`config.mk`:
```
export PLATFORM = sky130hd
export DESIGN_NAME = tdm_demux
export DESIGN_NICKNAME = d
export VERILOG_FILES = /design/src/rtl/tdm_pkg.sv /design/src/rtl/tdm_slot_ctr.sv /design/src/rtl/tdm_demux.sv
export SDC_FILE = /design/constraint.sdc
export NUM_CORES = 1
export LEC_CHECK = 0
export CAP_MARGIN = 20
export CORE_MARGIN = 2
export CORE_UTILIZATION = 45
export CTS_BUF_LIST = sky130_fd_sc_hd__clkbuf_2 sky130_fd_sc_hd__clkbuf_4 sky130_fd_sc_hd__clkbuf_8
export DETAILED_ROUTE_END_ITERATION = 6
export GPL_ROUTABILITY_DRIVEN = 1
export PLACE_DENSITY = 0.8
export RECOVER_POWER = 100
export SLEW_MARGIN = 10
export SYNTH_ARGS = -nofsm -noshare
export SYNTH_HDL_FRONTEND = slang
export SYNTH_SLANG_ARGS = --single-unit
```
`constraint.sdc`:
```
create_clock -name clk -period 2.85 [get_ports clk]
set_clock_uncertainty 0.15 [all_clocks]
set_input_delay 0.285 -clock clk [delete_from_list [all_inputs] [get_ports clk]]
set_output_delay 0.285 -clock clk [all_outputs]
set_load 0.005 [all_outputs]
```
`src/rtl/tdm_pkg.sv`:
```
// ----------------------------------------------------------------------------
// tdm_pkg
// Shared definitions for the TDM serial link (serializer and demultiplexer).
//
// Contents:
//   tdm_state_e    receiver FSM encoding (HUNT = 1'b0, RUN = 1'b1)
//   TDM_N_CH_DEF   default channel count per frame
//   TDM_PAR_SLOTS  number of trailing parity slots per frame (0 or 1)
//   tdm_parity()   XOR reduction used for the even-parity slot; a result of
//                  1 over data+parity bits means the frame is corrupt
//
// Build option: PAR_CHK_EN adds one even-parity slot after the data slots.
// ----------------------------------------------------------------------------
package tdm_pkg;

    typedef enum logic {
        HUNT = 1'b0,
        RUN  = 1'b1
    } tdm_state_e;

    localparam int TDM_N_CH_DEF = 8;

`ifdef PAR_CHK_EN
    localparam int TDM_PAR_SLOTS = 1;
`else
    localparam int TDM_PAR_SLOTS = 0;
`endif

    // Wide enough for 16 data slots plus the parity slot; callers zero-extend.
    localparam int TDM_PAR_MAX_W = 17;

    function automatic logic tdm_parity(input logic [TDM_PAR_MAX_W-1:0] bits_i);
        return ^bits_i;
    endfunction

endpackage : tdm_pkg

```
`src/rtl/tdm_slot_ctr.sv`:
```
// ----------------------------------------------------------------------------
// tdm_slot_ctr
// Enable-gated slot counter for the TDM receiver. Holds the index of the slot
// that the next enabled sample belongs to.
//
// Ports:
//   clk      in   system clock, rising edge
//   reset    in   asynchronous, active-high reset (counter -> 0)
//   en_i     in   sample enable; counter only moves on en_i=1 cycles
//   clr_i    in   clear to 0 (end of frame)              -- highest priority
//   load1_i  in   load 1 (a sync bit was taken as slot 0)
//   inc_i    in   advance to the next slot
//   slot_o   out  current slot index
// ----------------------------------------------------------------------------
module tdm_slot_ctr
    import tdm_pkg::*;
#(
    parameter int SLOT_W = 3
) (
    input  logic              clk,
    input  logic              reset,
    input  logic              en_i,
    input  logic              clr_i,
    input  logic              load1_i,
    input  logic              inc_i,
    output logic [SLOT_W-1:0] slot_o
);

    logic [SLOT_W-1:0] slot_q;
    logic [SLOT_W-1:0] slot_d;

    always_comb begin
        slot_d = slot_q;
        if (en_i) begin
            if (clr_i) begin
                slot_d = '0;
            end else if (load1_i) begin
                slot_d = SLOT_W'(1);
            end else if (inc_i) begin
                slot_d = slot_q + SLOT_W'(1);
            end
        end
    end

    always_ff @(posedge clk or posedge reset) begin
        if (reset) begin
            slot_q <= '0;
        end else begin
            slot_q <= slot_d;
        end
    end

    assign slot_o = slot_q;

endmodule : tdm_slot_ctr

```
`src/rtl/tdm_demux.sv`:
```
// ----------------------------------------------------------------------------
// tdm_demux
// Receive end of the TDM N:1 serial link. Rebuilds N_CH parallel channel bits
// from one serial bit per enabled cycle, aligned by a sync marker that is high
// together with the slot-0 bit.
//
// Input qualifier: en is a pure sample strobe (no backpressure). On en=1 the
// pair {din, sync} is consumed on the rising edge; on en=0 nothing changes and
// every pulse output is 0.
//
// Ports:
//   clk          in   system clock, rising edge
//   reset        in   asynchronous, active-high reset
//   en           in   sample enable
//   din          in   serial data bit for the current slot
//   sync         in   frame marker, high with the slot-0 bit
//   ch_out       out  last complete frame, bit k = slot k (never partially updated)
//   frame_valid  out  1-clk pulse, ch_out updated this cycle
//   locked       out  receiver aligned to the frame
//   sync_err     out  1-clk pulse, sync protocol violation
//   par_err      out  1-clk pulse, parity mismatch (0 without PAR_CHK_EN)
//   dbg_state_o  out  current receiver FSM state
//
// Build option: PAR_CHK_EN -- frame carries N_CH data slots plus one
// even-parity slot; a bad frame raises par_err and is discarded.
// ----------------------------------------------------------------------------
module tdm_demux
    import tdm_pkg::*;
#(
    parameter int N_CH   = TDM_N_CH_DEF,
    parameter int SLOT_W = $clog2(N_CH + TDM_PAR_SLOTS)
) (
    input  logic            clk,
    input  logic            reset,
    input  logic            en,
    input  logic            din,
    input  logic            sync,
    output logic [N_CH-1:0] ch_out,
    output logic            frame_valid,
    output logic            locked,
    output logic            sync_err,
    output logic            par_err,
    output tdm_state_e      dbg_state_o
);

    // LAST is the final slot of a frame; every slot before it is captured in
    // the shadow register, the last one is consumed directly on the commit.
    localparam int                LAST_I   = N_CH - 1 + TDM_PAR_SLOTS;
    localparam int                SHADOW_W = LAST_I;
    localparam logic [SLOT_W-1:0] LAST     = SLOT_W'(LAST_I);

    tdm_state_e          state_q, state_d;
    logic [SHADOW_W-1:0] shadow_q, shadow_d;
    logic [N_CH-1:0]     ch_out_q, ch_out_d;
    logic                locked_q, locked_d;
    logic                fv_q, fv_d;
    logic                se_q, se_d;
    logic [SLOT_W-1:0]   slot;
    logic                slot_clr, slot_load1, slot_inc;
`ifdef PAR_CHK_EN
    logic                pe_q, pe_d;
    logic                par_bad;
`endif

    tdm_slot_ctr #(
        .SLOT_W (SLOT_W)
    ) u_slot_ctr (
        .clk     (clk),
        .reset   (reset),
        .en_i    (en),
        .clr_i   (slot_clr),
        .load1_i (slot_load1),
        .inc_i   (slot_inc),
        .slot_o  (slot)
    );

`ifdef PAR_CHK_EN
    // din is the parity slot when this is used; data bits sit in the shadow.
    assign par_bad = tdm_parity(TDM_PAR_MAX_W'({din, shadow_q}));
`endif

    always_comb begin
        state_d    = state_q;
        shadow_d   = shadow_q;
        ch_out_d   = ch_out_q;
        locked_d   = locked_q;
        fv_d       = 1'b0;
        se_d       = 1'b0;
        slot_clr   = 1'b0;
        slot_load1 = 1'b0;
        slot_inc   = 1'b0;
`ifdef PAR_CHK_EN
        pe_d       = 1'b0;
`endif
        if (en) begin
            case (state_q)
                HUNT: begin
                    // Only a sync bit can start alignment; plain bits are noise.
                    if (sync) begin
                        shadow_d[0] = din;
                        slot_load1  = 1'b1;
                        state_d     = RUN;
                    end
                end
                RUN: begin
                    if (sync) begin
                        // Sync always restarts the frame; arriving anywhere but
                        // slot 0 means the partial frame is lost.
                        shadow_d[0] = din;
                        slot_load1  = 1'b1;
                        if (slot != '0) begin
                            se_d     = 1'b1;
                            locked_d = 1'b0;
                        end
                    end else if (slot == '0) begin
                        se_d     = 1'b1;
                        locked_d = 1'b0;
                        state_d  = HUNT;
                    end else if (slot != LAST) begin
                        for (int k = 1; k < SHADOW_W; k++) begin
                            if (slot == SLOT_W'(k)) begin
                                shadow_d[k] = din;
                            end
                        end
                        slot_inc = 1'b1;
                    end else begin
                        slot_clr = 1'b1;
`ifdef PAR_CHK_EN
                        if (par_bad) begin
                            pe_d = 1'b1;
                        end else begin
                            ch_out_d = shadow_q;
                            fv_d     = 1'b1;
                            locked_d = 1'b1;
                        end
`else
                        ch_out_d = {din, shadow_q};
                        fv_d     = 1'b1;
                        locked_d = 1'b1;
`endif
                    end
                end
                default: state_d = HUNT;
            endcase
        end
    end

    always_ff @(posedge clk or posedge reset) begin
        if (reset) begin
            state_q  <= HUNT;
            shadow_q <= '0;
            ch_out_q <= '0;
            locked_q <= 1'b0;
            fv_q     <= 1'b0;
            se_q     <= 1'b0;
        end else begin
            state_q  <= state_d;
            shadow_q <= shadow_d;
            ch_out_q <= ch_out_d;
            locked_q <= locked_d;
            fv_q     <= fv_d;
            se_q     <= se_d;
        end
    end

`ifdef PAR_CHK_EN
    always_ff @(posedge clk or posedge reset) begin
        if (reset) begin
            pe_q <= 1'b0;
        end else begin
            pe_q <= pe_d;
        end
    end
    assign par_err = pe_q;
`else
    assign par_err = 1'b0;
`endif

    assign ch_out      = ch_out_q;
    assign frame_valid = fv_q;
    assign locked      = locked_q;
    assign sync_err    = se_q;
    assign dbg_state_o = state_q;

endmodule : tdm_demux

```
Figure 1. Cell area per tile.
The bar under the picture is 20 um long. 11 x 11 tiles, from dark purple (low) to yellow (high), 0 to 100% covered.
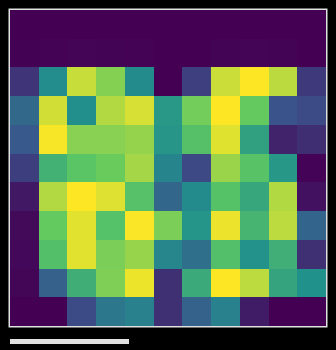
The mean over all tiles is 45%. The emptiest ninth of the die: top middle. The fullest tile reaches 100%. 24% of the tiles are nearly empty.

Figure 2. Metal layers overlaid.
Two of the layers only.
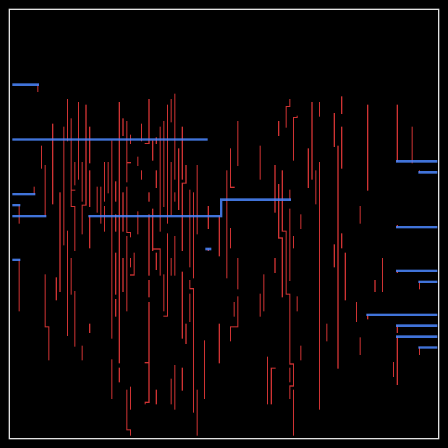
Key: red = M2 [wire length 858 um]; blue = M3 [wire length 101 um]

Figure 3. Register map, names as in the netlist.
The bar under the picture is 20 um long. Other sequential cells in the stronger grey, the rest of the logic in the fainter grey.
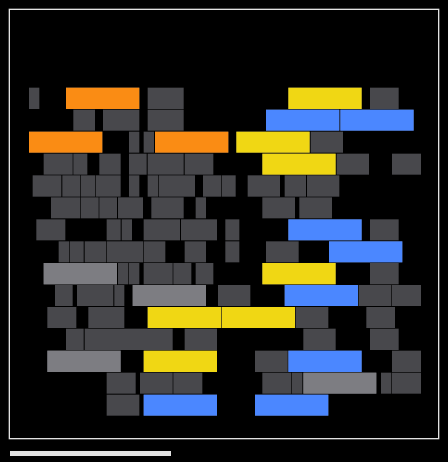
Key: blue = `ch_out` [sequential cells 8]; yellow = `shadow_q` [sequential cells 7]; orange = `u_slot_ctr.slot_o` [sequential cells 3]
Another 4 sequential cells are not coloured.

Figure 4. Wiring heat map.
11 x 11 tiles, from dark purple (low) to yellow (high), scaled to the fullest tile. Values are wire area over tile area, all layers added.
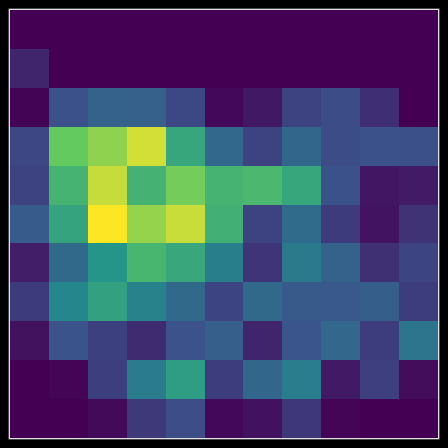
The mean over all tiles is 0.10. 17% of the tiles are over half the peak. The emptiest ninth of the die: top right. The fullest tile reaches 0.41. 25% of the tiles are nearly empty.

==> flow_metrics.py <==
# Synthesis and PnR figures
metrics = {
    "outcome": {
        "status": "finished clean",
    },
    "yosys": {
        "ys_area_mm2": 0.00109,
        "synth.distinct_cells": 26,
        "synth_flops": 22,
        "async_reset_ff_frac": 1.00,
        "yosys_cells": 88,
        "synth.area.top_cells": "dfrtp_1, mux2_2, ha_1, inv_1, a21oi_1",
        "flop_cell": "dfrtp_1",
        "yosys_warnings": 0,
        "top_area_frac": 0.507,
        "syn-cell-area_mm2": 0.00109,
        "ys_top_cells_by_count": "dfrtp_1, mux2_2, ha_1",
        "edf_count": 0,
        "netlist_instances": 88,
        "fp_nets": 103,
        "synth_dominant_cell_count": "dfrtp_1",
        "syn-mean-instance-area_um2": 12.3,
        "synth_seq_share": 0.507,
        "yosysTopAreaCell": "dfrtp_1",
    },
    "final_layout": {
        "diodes": 0,
        "fillers": 197,
        "syn_to_final_growth_pct": 21.0,
        "nets": 121,
        "drive_gt1_frac": 0.181,
        "layout.cells.non_filler": 133,
    },
    "timing": {
        "fmax_mhz": 466,
        "report.final.setup_viol": 0,
        "fin_crit_sh": 0.754,
        "tightest_slew_ns": 0.805,
        "hold_viol": 0,
        "grt_setup_unrepaired": "false",
        "report.final.slew_viol_count": 0,
        "finalCriticalPeriod_ns": 2.15,
        "max_slew_margin": 0.462,
        "tns_ns": 0,
    },
    "setup_path": {
        "cp-start-kind": "flip-flop",
        "slowest_delay_ns": 0.43,
        "cp_common_cell": "ha_1",
        "r2r_end": "shadow_q[2]$_DFFE_PP0P_",
        "rrSetupSlack_ns": 0.70,
        "crit_type": "reg -> reg",
        "critPathSlowestCell": "dfrtp_1",
        "cp.arrival_ns": 2.21,
        "crit_chain": "inv_1 > ha_1 > nand2_1 > ha_1 > and4b_1 > and3_1 > mux2_2",
        "regToRegStartpoint": "u_slot_ctr.slot_o[0]$_DFFE_PP0P_",
        "end_kind": "flip-flop",
        "reg2reg_depth": 7,
        "critical_path_peak_fanout": 5,
        "cp.required_ns": 2.91,
    },
    "clocking": {
        "cts_buffers": 3,
        "clock_latency_ns": 0.31,
        "cts_sinks": 22,
        "cts_setup_buffers": 0,
        "cts_max_level": 1,
        "clk_pin_slew_worst_paths_ns": 0.12,
        "holdBufCountCts": 0,
        "clock-root-buffer": "clkbuf_4",
        "cts_resized": 0,
        "cts_tree": "yes",
        "cts_buffer_depth": 2,
    },
    "power": {
        "p_leak_nw": 0.687,
        "power.density_mw_per_mm2": 849,
        "ir_drop_mv": 0.604,
    },
    "floorplanning": {
        "fp.coreArea_mm2": 0.00225,
        "core_util_floorplan": 0.482,
        "die.size.y_um": 53.1,
        "dieWidth_um": 53.1,
        "io-pin-count": 18,
        "rows": 17,
        "die_area_mm2": 0.00282,
    },
    "global_route": {
        "grt.overflow.total": 0,
        "grt_start_max_net_pins": 23,
        "grt_pass1_wl_um": 3280,
        "grt_usage": 0.165,
        "first_global_vias": 713,
        "antenna_found_initial": 0,
    },
    "drt": {
        "avgViaCountPerCell": 5.35,
        "dr_total_vias": 712,
        "routed_wl_um": 1830,
        "dr.pass1.iters": 4,
        "drcViolationCount": 0,
        "wl_per_cell_um": 13.8,
        "drt_iter0_drc": 7,
        "drtAntennaViolNets": 0,
    },
    "placed_design": {
        "dp_cells": 129,
        "place.gp.congestion": 0.884,
        "hpwlAfterDp_um": 1310,
        "io_buffers": 16,
    },
    "hold_path": {
        "min_from": "ch_out[2]$_DFFE_PP0P_",
        "holdPathEnd": "ch_out[2]$_DFFE_PP0P_",
        "worstHoldPathCells": 1,
        "hp-class": "reg -> reg",
    },
    "run": {
        "warnings": 33,
        "maxCapViolCount": 0,
    },
}
-- through the flow --
| stage | worst slack (ns) | instance area, um^2 | hold WS (ns) | total power [mW] | util |
|---|---|---|---|---|---|
| 2_1_floorplan | 0.959 | 1090 | 0.124 | 0.740 | - |
| 3_3_place_gp | 0.633 | 1260 | 0.336 | 0.897 | 0.561 |
| 3_5_place_dp | 0.572 | 1260 | 0.347 | 0.916 | 0.561 |
| 4_1_cts | 0.703 | 1320 | 0.291 | 1.16 | 0.584 |
| 5_1_grt | 0.602 | 1310 | 0.386 | 1.20 | 0.583 |
| 6_report | 0.702 | 1310 | 0.362 | 1.11 | 0.583 |
-- routing by layer --
layer | vias to the layer above | part of all wire | GRT usage
met4 | 0 | 0.0071 | 0.0556
met3 | 2 | 0.055 | 0.0593
met5 | - | 0 | 0
li1 | 344 | - | -
met2 | 18 | 0.47 | 0.252
met1 | 348 | 0.47 | 0.215
-- final cells by class --
cell class,instances,area (um^2),share of cell area
sequential,22,551,0.419
clock buffer,3,22.5,0.0171
clock inverter,1,30.0,0.0229
inverter,8,30.0,0.0229
timing repair buffer,16,160,0.122
tap,28,35.0,0.0267
multi-input combinational,55,485,0.370
-- report_power, final --
group          total [mW]  switching [mW]  internal [mW]  leakage [nW]
registers           0.499          0.0791          0.420         0.286
clock network       0.237          0.0947          0.142        0.0279
logic               0.379           0.170          0.209         0.373
total                1.11           0.344          0.771         0.687
-- sequential cells by signal, summed over array words and instances, names as in the netlist --
signal             cells
dbg_state_o            1
sync_err               1
ch_out                 8
frame_valid            1
shadow_q               7
u_slot_ctr.slot_o      3
locked                 1
-- critical path, delay by kind of cell, from the launching register on --
kind                       cells  cell delay (ns)
adders and majority gates      2             0.46
buffers and inverters          1             0.11
DFF                            1             0.43
muxes                          1             0.33
and+or+nand+nor                3             0.57
-- kinds of logic (layout without fill, tap and decap cells) --
family,Yosys count,in the layout,share of synthesized area
other,1,1,0.00345
AOI/OAI and AO/OA,9,9,0.0553
and+or+nand+nor,19,19,0.107
DFF,22,22,0.507
buffers and inverters,11,28,0.0426
muxes,16,16,0.169
adders and majority gates,10,10,0.115
-- how the worst max path moves through the flow --
stage / start / endpoint / depth (start not counted)
floorplan: u_slot_ctr.slot_o[0]$_DFFE_PP0P_ / shadow_q[1]$_DFFE_PP0P_ / 7
global placement: sync / shadow_q[1]$_DFFE_PP0P_ / 6
detailed placement: sync / shadow_q[2]$_DFFE_PP0P_ / 6
CTS: u_slot_ctr.slot_o[0]$_DFFE_PP0P_ / shadow_q[2]$_DFFE_PP0P_ / 7
global route: u_slot_ctr.slot_o[0]$_DFFE_PP0P_ / shadow_q[2]$_DFFE_PP0P_ / 7
finish: u_slot_ctr.slot_o[0]$_DFFE_PP0P_ / shadow_q[2]$_DFFE_PP0P_ / 7
-- cell usage in the layout (no fill, tap or decap), types with 2 or more instances in the layout --
master           instances
clkbuf_4                 3
dfrtp_1                 22
mux2_2                  15
clkdlybuf4s50_1          2
nor4_1                   2
inv_1                    8
ha_1                    10
nand3_1                  3
and3_1                   3
nand2_1                  4
dlygate4sd3_1           14
a21oi_1                  4
Power figures rest on the tool's default switching activity, not on a simulated workload.
